### I/O nets highlighted

Scale: 4 px per um.
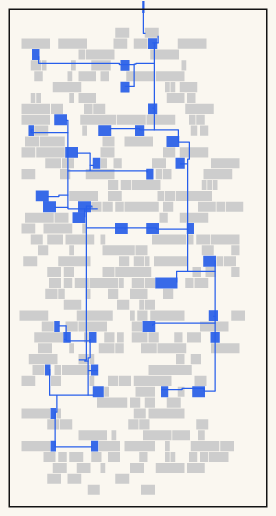
### Gate-type map

Scale: 4 px per um.
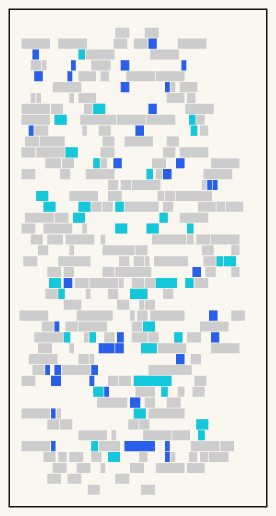
### Clock wiring as the flow saved it

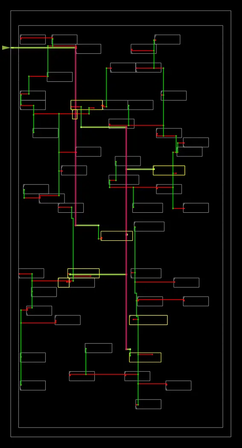
### Placement density heat map

Scale: 3 px per um. The die is cut into 6 by 12 equal tiles; dark purple is low, yellow is high, 0 to 100% covered.
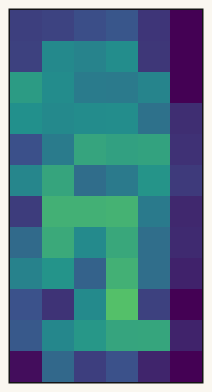
### Register map, names as in the netlist

Scale: 4 px per um. Other sequential cells in the stronger gray, the rest of the logic in the fainter gray.
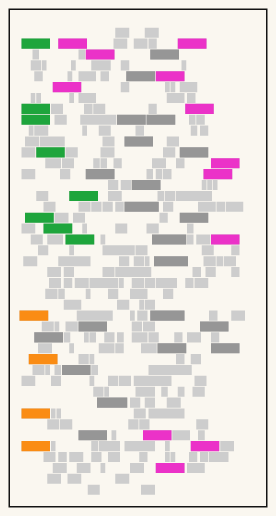
[config.mk]
export PLATFORM = sky130hd
export DESIGN_NAME = button_press_scheduler_flat
export DESIGN_NICKNAME = d
export VERILOG_FILES = /design/src/rtl/button_press_scheduler_if.sv /design/src/rtl/button_press_scheduler.sv /design/src/flat_wrapper.sv
export SDC_FILE = /design/constraint.sdc
export NUM_CORES = 1
export LEC_CHECK = 0
export CELL_PAD_IN_SITES_DETAIL_PLACEMENT = 0
export CELL_PAD_IN_SITES_GLOBAL_PLACEMENT = 1
export CORE_AREA = 2 2 62 122
export DETAILED_ROUTE_END_ITERATION = 7
export DIE_AREA = 0 0 64 124
export PLACE_DENSITY_LB_ADDON = 0.1
export SETUP_SLACK_MARGIN = 0.3
export SYNTH_ARGS = -nofsm -noshare
export SYNTH_HDL_FRONTEND = slang
export SYNTH_SLANG_ARGS = --single-unit
export TNS_END_PERCENT = 1
[constraint.sdc]
create_clock -name clk -period 3.4 [get_ports clk]
set_input_delay 0.68 -clock clk [delete_from_list [all_inputs] [get_ports clk]]
set_output_delay 0.68 -clock clk [all_outputs]
set_load 0.02 [all_outputs]
[src/rtl/button_press_scheduler_if.sv]
// Press-event channel between the button scheduler and its consumer.
interface button_press_scheduler_if #(
    parameter int unsigned N_BUTTONS = 4,
    parameter int unsigned ID_W      = 2
);
    logic [N_BUTTONS-1:0] button;
    logic                 evt_ready;
    logic                 evt_valid;
    logic [ID_W-1:0]      evt_id;
    logic [N_BUTTONS-1:0] stateful;
    logic [N_BUTTONS-1:0] pending;
    logic [7:0]           drop_count;

    modport master (
        output button, evt_ready,
        input  evt_valid, evt_id, stateful, pending, drop_count
    );

    modport slave (
        input  button, evt_ready,
        output evt_valid, evt_id, stateful, pending, drop_count
    );
endinterface

[src/rtl/button_press_scheduler.sv]
// Debounces N raw buttons, queues one press per button and issues them
// round-robin over a valid/ready channel, toggling a per-button bit on accept.
module button_press_scheduler #(
    parameter int unsigned N_BUTTONS = 4,
    parameter int unsigned DEBOUNCE  = 4,
    parameter int unsigned ID_W      = 2
) (
    input logic                     clk,
    input logic                     reset,
    button_press_scheduler_if.slave bus
);
    localparam int unsigned CNT_W = $clog2(DEBOUNCE + 1);

    typedef enum logic {
        IDLE    = 1'b0,
        PRESENT = 1'b1
    } state_t;

    state_t               state, state_n;
    logic [N_BUTTONS-1:0] sync1, sync2;
    logic [N_BUTTONS-1:0] db, db_n, press_c;
    logic [CNT_W-1:0]     cnt [N_BUTTONS];
    logic [CNT_W-1:0]     cnt_n [N_BUTTONS];
    logic [CNT_W:0]       cnt_inc_c;

    logic [ID_W-1:0]      evt_id, evt_id_n;
    logic [ID_W-1:0]      last_grant, last_grant_n;
    logic [N_BUTTONS-1:0] stateful, stateful_n;
    logic [N_BUTTONS-1:0] pending, pending_n;
    logic [7:0]           drop_count, drop_count_n;

    logic                 accept_c;
    logic                 grant_found_c;
    logic [ID_W-1:0]      grant_id_c;
    int unsigned          idx_c;
    logic [N_BUTTONS-1:0] issue_mask_c;
    logic [N_BUTTONS-1:0] drop_c;
    logic [8:0]           drop_sum_c;

    // Per-button debounce counters; a press is the 0->1 flip of the debounced level.
    always_comb begin
        db_n      = db;
        press_c   = '0;
        cnt_inc_c = '0;
        for (int i = 0; i < int'(N_BUTTONS); i++) begin
            cnt_n[i]  = '0;
            cnt_inc_c = {1'b0, cnt[i]} + (CNT_W + 1)'(1);
            if (sync2[i] != db[i]) begin
                if (cnt_inc_c == (CNT_W + 1)'(DEBOUNCE)) begin
                    db_n[i]    = ~db[i];
                    press_c[i] = ~db[i];
                end else begin
                    cnt_n[i] = cnt_inc_c[CNT_W-1:0];
                end
            end
        end
    end

    // Round-robin search starting just after the last granted button.
    always_comb begin
        grant_found_c = 1'b0;
        grant_id_c    = '0;
        idx_c         = 0;
        for (int k = 0; k < int'(N_BUTTONS); k++) begin
            idx_c = (int'(last_grant) + 1 + k) % N_BUTTONS;
            if (!grant_found_c && pending[idx_c]) begin
                grant_found_c = 1'b1;
                grant_id_c    = ID_W'(idx_c);
            end
        end
    end

    // Issue FSM next-state, pending queue, toggle bits and drop counter.
    always_comb begin
        state_n      = state;
        evt_id_n     = evt_id;
        last_grant_n = last_grant;
        stateful_n   = stateful;
        issue_mask_c = '0;
        accept_c     = (state == PRESENT) && bus.evt_ready;

        for (int i = 0; i < int'(N_BUTTONS); i++) begin
            if (accept_c && (ID_W'(i) == evt_id)) begin
                stateful_n[i] = ~stateful[i];
            end
        end

        if ((state == IDLE) || accept_c) begin
            if (grant_found_c) begin
                state_n      = PRESENT;
                evt_id_n     = grant_id_c;
                last_grant_n = grant_id_c;
                for (int i = 0; i < int'(N_BUTTONS); i++) begin
                    if (ID_W'(i) == grant_id_c) begin
                        issue_mask_c[i] = 1'b1;
                    end
                end
            end else begin
                state_n = IDLE;
            end
        end

        // A press coinciding with its own issue re-queues rather than drops.
        drop_c     = press_c & pending & ~issue_mask_c;
        pending_n  = (pending & ~issue_mask_c) | press_c;
        drop_sum_c = {1'b0, drop_count};
        for (int i = 0; i < int'(N_BUTTONS); i++) begin
            drop_sum_c = drop_sum_c + 9'(drop_c[i]);
        end
        drop_count_n = (drop_sum_c > 9'd255) ? 8'd255 : drop_sum_c[7:0];
    end

    // Two-flop synchroniser plus debounce state.
    always_ff @(posedge clk) begin
        if (reset) begin
            sync1 <= '0;
            sync2 <= '0;
            db    <= '0;
            for (int i = 0; i < int'(N_BUTTONS); i++) begin
                cnt[i] <= '0;
            end
        end else begin
            sync1 <= bus.button;
            sync2 <= sync1;
            db    <= db_n;
            for (int i = 0; i < int'(N_BUTTONS); i++) begin
                cnt[i] <= cnt_n[i];
            end
        end
    end

    // FSM state register and registered outputs.
    always_ff @(posedge clk) begin
        if (reset) begin
            state      <= IDLE;
            evt_id     <= '0;
            last_grant <= ID_W'(N_BUTTONS - 1);
            stateful   <= '0;
            pending    <= '0;
            drop_count <= '0;
        end else begin
            state      <= state_n;
            evt_id     <= evt_id_n;
            last_grant <= last_grant_n;
            stateful   <= stateful_n;
            pending    <= pending_n;
            drop_count <= drop_count_n;
        end
    end

    assign bus.evt_valid  = (state == PRESENT);
    assign bus.evt_id     = evt_id;
    assign bus.stateful   = stateful;
    assign bus.pending    = pending;
    assign bus.drop_count = drop_count;
endmodule

[src/flat_wrapper.sv]
// flat-port wrapper written by rule: the top's interface ports become plain ports
module button_press_scheduler_flat 
#(
    parameter int unsigned N_BUTTONS = 4,
    parameter int unsigned DEBOUNCE  = 4,
    parameter int unsigned ID_W      = 2
)
  (clk, reset, bus_button, bus_evt_ready, bus_evt_valid, bus_evt_id, bus_stateful, bus_pending, bus_drop_count);
  button_press_scheduler_if #(.N_BUTTONS(N_BUTTONS), .ID_W(ID_W)) bus_i ();
  input logic clk;
  input logic reset;
  input wire logic [$bits(bus_i.button)-1:0] bus_button;
  input wire logic [$bits(bus_i.evt_ready)-1:0] bus_evt_ready;
  output wire logic [$bits(bus_i.evt_valid)-1:0] bus_evt_valid;
  output wire logic [$bits(bus_i.evt_id)-1:0] bus_evt_id;
  output wire logic [$bits(bus_i.stateful)-1:0] bus_stateful;
  output wire logic [$bits(bus_i.pending)-1:0] bus_pending;
  output wire logic [$bits(bus_i.drop_count)-1:0] bus_drop_count;
  assign bus_i.button = bus_button;
  assign bus_i.evt_ready = bus_evt_ready;
  assign bus_evt_valid = bus_i.evt_valid;
  assign bus_evt_id = bus_i.evt_id;
  assign bus_stateful = bus_i.stateful;
  assign bus_pending = bus_i.pending;
  assign bus_drop_count = bus_i.drop_count;
  button_press_scheduler #(.N_BUTTONS(N_BUTTONS), .DEBOUNCE(DEBOUNCE), .ID_W(ID_W)) u_core (.clk(clk), .reset(reset), .bus(bus_i));
endmodule
==> ci_impl_report.md <==
### Metrics collected by this job

| Metric | Value |
|---|---|
| PwrDens | 386 mW/mm2 |
| Critical Path Source Type | register |
| Hold path endpoint | u_core.sync2[1] |
| Comb_multi_in | 153 |
| Adders+Majority by Area | 0.0841 |
| Die span in y | between 100 and 150 um |
| Num rows | 43 |
| P&R area growth vs syn | 41.5% |
| WS Path Type | register to register |
| Critical path endpoint | u_core.bus.drop_count[5] |
| Drt drc | 0 |
| Outcome | completed |
| Largest net degree at the start of global routing | 22 |
| Metal-1 WL | approximately 1700 um |
| Avg Cell Area, Syn | 9.51 um2 |
| R2R Path End | u_core.bus.drop_count[5] |
| Most common reg cell | dfxtp_1 |
| Clk tree area frac | 0.0577 |
| Worst vdd ir | 0.000301 V |
| Nets | approximately 290 |
| Crit Path Max Fanout | 8 |
| DIE WIDTH | roughly 64 um |
| Reg2Reg Setup Slack | 0.25 ns |
| Synthesized cell area | 0.00205 mm2 |
| Root Driver | clkbuf_16 |
| Final WL | 4670 um |
| CP peak stage delay | 0.46 ns |
| Synth top cells by count | dfxtp_1, a21oi_1, nor2_1 |
| Final max-slew violation count | 0 |
| FF-to-FF path depth | 12 |
| Largest registers | u_core.cnt: 12 flops, u_core.bus.drop_count: 8 flops |
| Vias in the first global route | 1,702 |
| H-tree levels | 2 |
| DP Wirelength | about 3500 um |
| Pre-CTS setup slack | -0.333 ns |
| Mapped Cells | 216 |
| GRT Max-Usage Layer | met2 |
| Sw Share | 0.204 |
| Placed Cells incl. Taps | 342 |
| Total GRT Usage | 0.128 |
| Worst Hold Class | register to register |
| CTS Sinks | 45 |
| Yosys cell count | 216 |
| Area-dominant class | combinational gates |
| Well Taps | 90 |
| CTS tree | yes |
| Comb. cell area | around 0.0012 mm2 |
| Top Consumer | clock |
| Routed vias | roughly 1,700 |
| Filler cells | 700 |
| Seq pwr share | 0.476 |
| Clk pwr share | 0.499 |
| Num CTS Buffers | 5 |
| First-pass GRT wire length | 7670 um |
| Number of flip-flops under the largest register name | 12 |
| Pwr Total | 1120 uW |
| Hold Slack | 0.443 ns |
| FFs w/ async S/R, synth | 0 |
| Router iterations before antenna repair | 4 |
| Synthesized net count | 235 |
| Top non-seq family | simple AND/OR/NAND/NOR gates |
| Initial antenna violation count | 0 |
| Top-count cell post-synth | dfxtp_1 |
| AND-OR/OR-AND Cells, Area Fraction | 0.182 |
| Antenna Nets Post-Route | 0 |
| Post-route cell area | 0.00291 mm2 |
| GR Layer Usage met1 | 0.115 |
| Dominant cell type by area after synthesis | dfxtp_1 |
| Endpoints failing hold | 0 |
## Picture notes: 'I/O nets highlighted'
reset: marked blue, bits 1, direction input, end cells 37, buffers 3, wire 423 um.
Buffers on Ports: 25
num ports: 26

## Picture notes: 'Gate-type map'
aoi and oai cells: marked cyan, cells 37, most used a21oi_1. nor cells: marked blue, cells 38, most used nor2_1.
most used logic cell in the final layout: dfxtp_1
final cell count without fillers: 359
combinational share of cell area: 0.422

## Picture notes: 'Clock wiring as the flow saved it'
Final Skew: 0.00689 ns
worst skew pair latency: 0.29 ns
registers: 45
P_clk: 559 uW

## Picture notes: 'Placement density heat map'
6.9% of the tiles are nearly empty. The mean over all tiles is 35%. The emptiest ninth of the die: upper right. The densest ninth of the die: center. The fullest tile reaches 71%.
floorplan utilization: 0.296
final core utilization: 0.419
floorplan core area: 0.00694 mm2

## Picture notes: 'Register map, names as in the netlist'
u_core.cnt: marked magenta, flops 12. u_core.bus.stateful: marked orange, flops 4, where lower left. u_core.bus.drop_count: marked green, flops 8.
Another 21 sequential cells are not colored.
sequential cell area share: 0.316
Seq group: 534 uW
Reg area: 917 um2

[kinds of logic after synthesis]
kind of cell / Yosys count
AOI/OAI and AO/OA: 52
xor gates and xnor gates: 12
adders and majority gates: 12
buffers and inverters: 18
DFF: 45
muxes: 1
and+or+nand+nor: 76
[critical path: cells and delay by family, from the launching register on]
kind	cells	cell delay, ns
AND/OR/NAND/NOR	5	1.10
buffers and inverters	1	0.06
flip-flops	1	0.38
adder cells (fa/ha/maj)	3	1.02
AND-OR/OR-AND	3	0.54
[repair_timing]
action / CTS / global route
hold buffers: 0 / 0
gates resized: 15 / 8
buffers inserted: 6 / 3
pin swaps: 9 / 12
endpoints found under the setup margin: 8 / 8
Power is estimated from default activity; no workload was simulated.
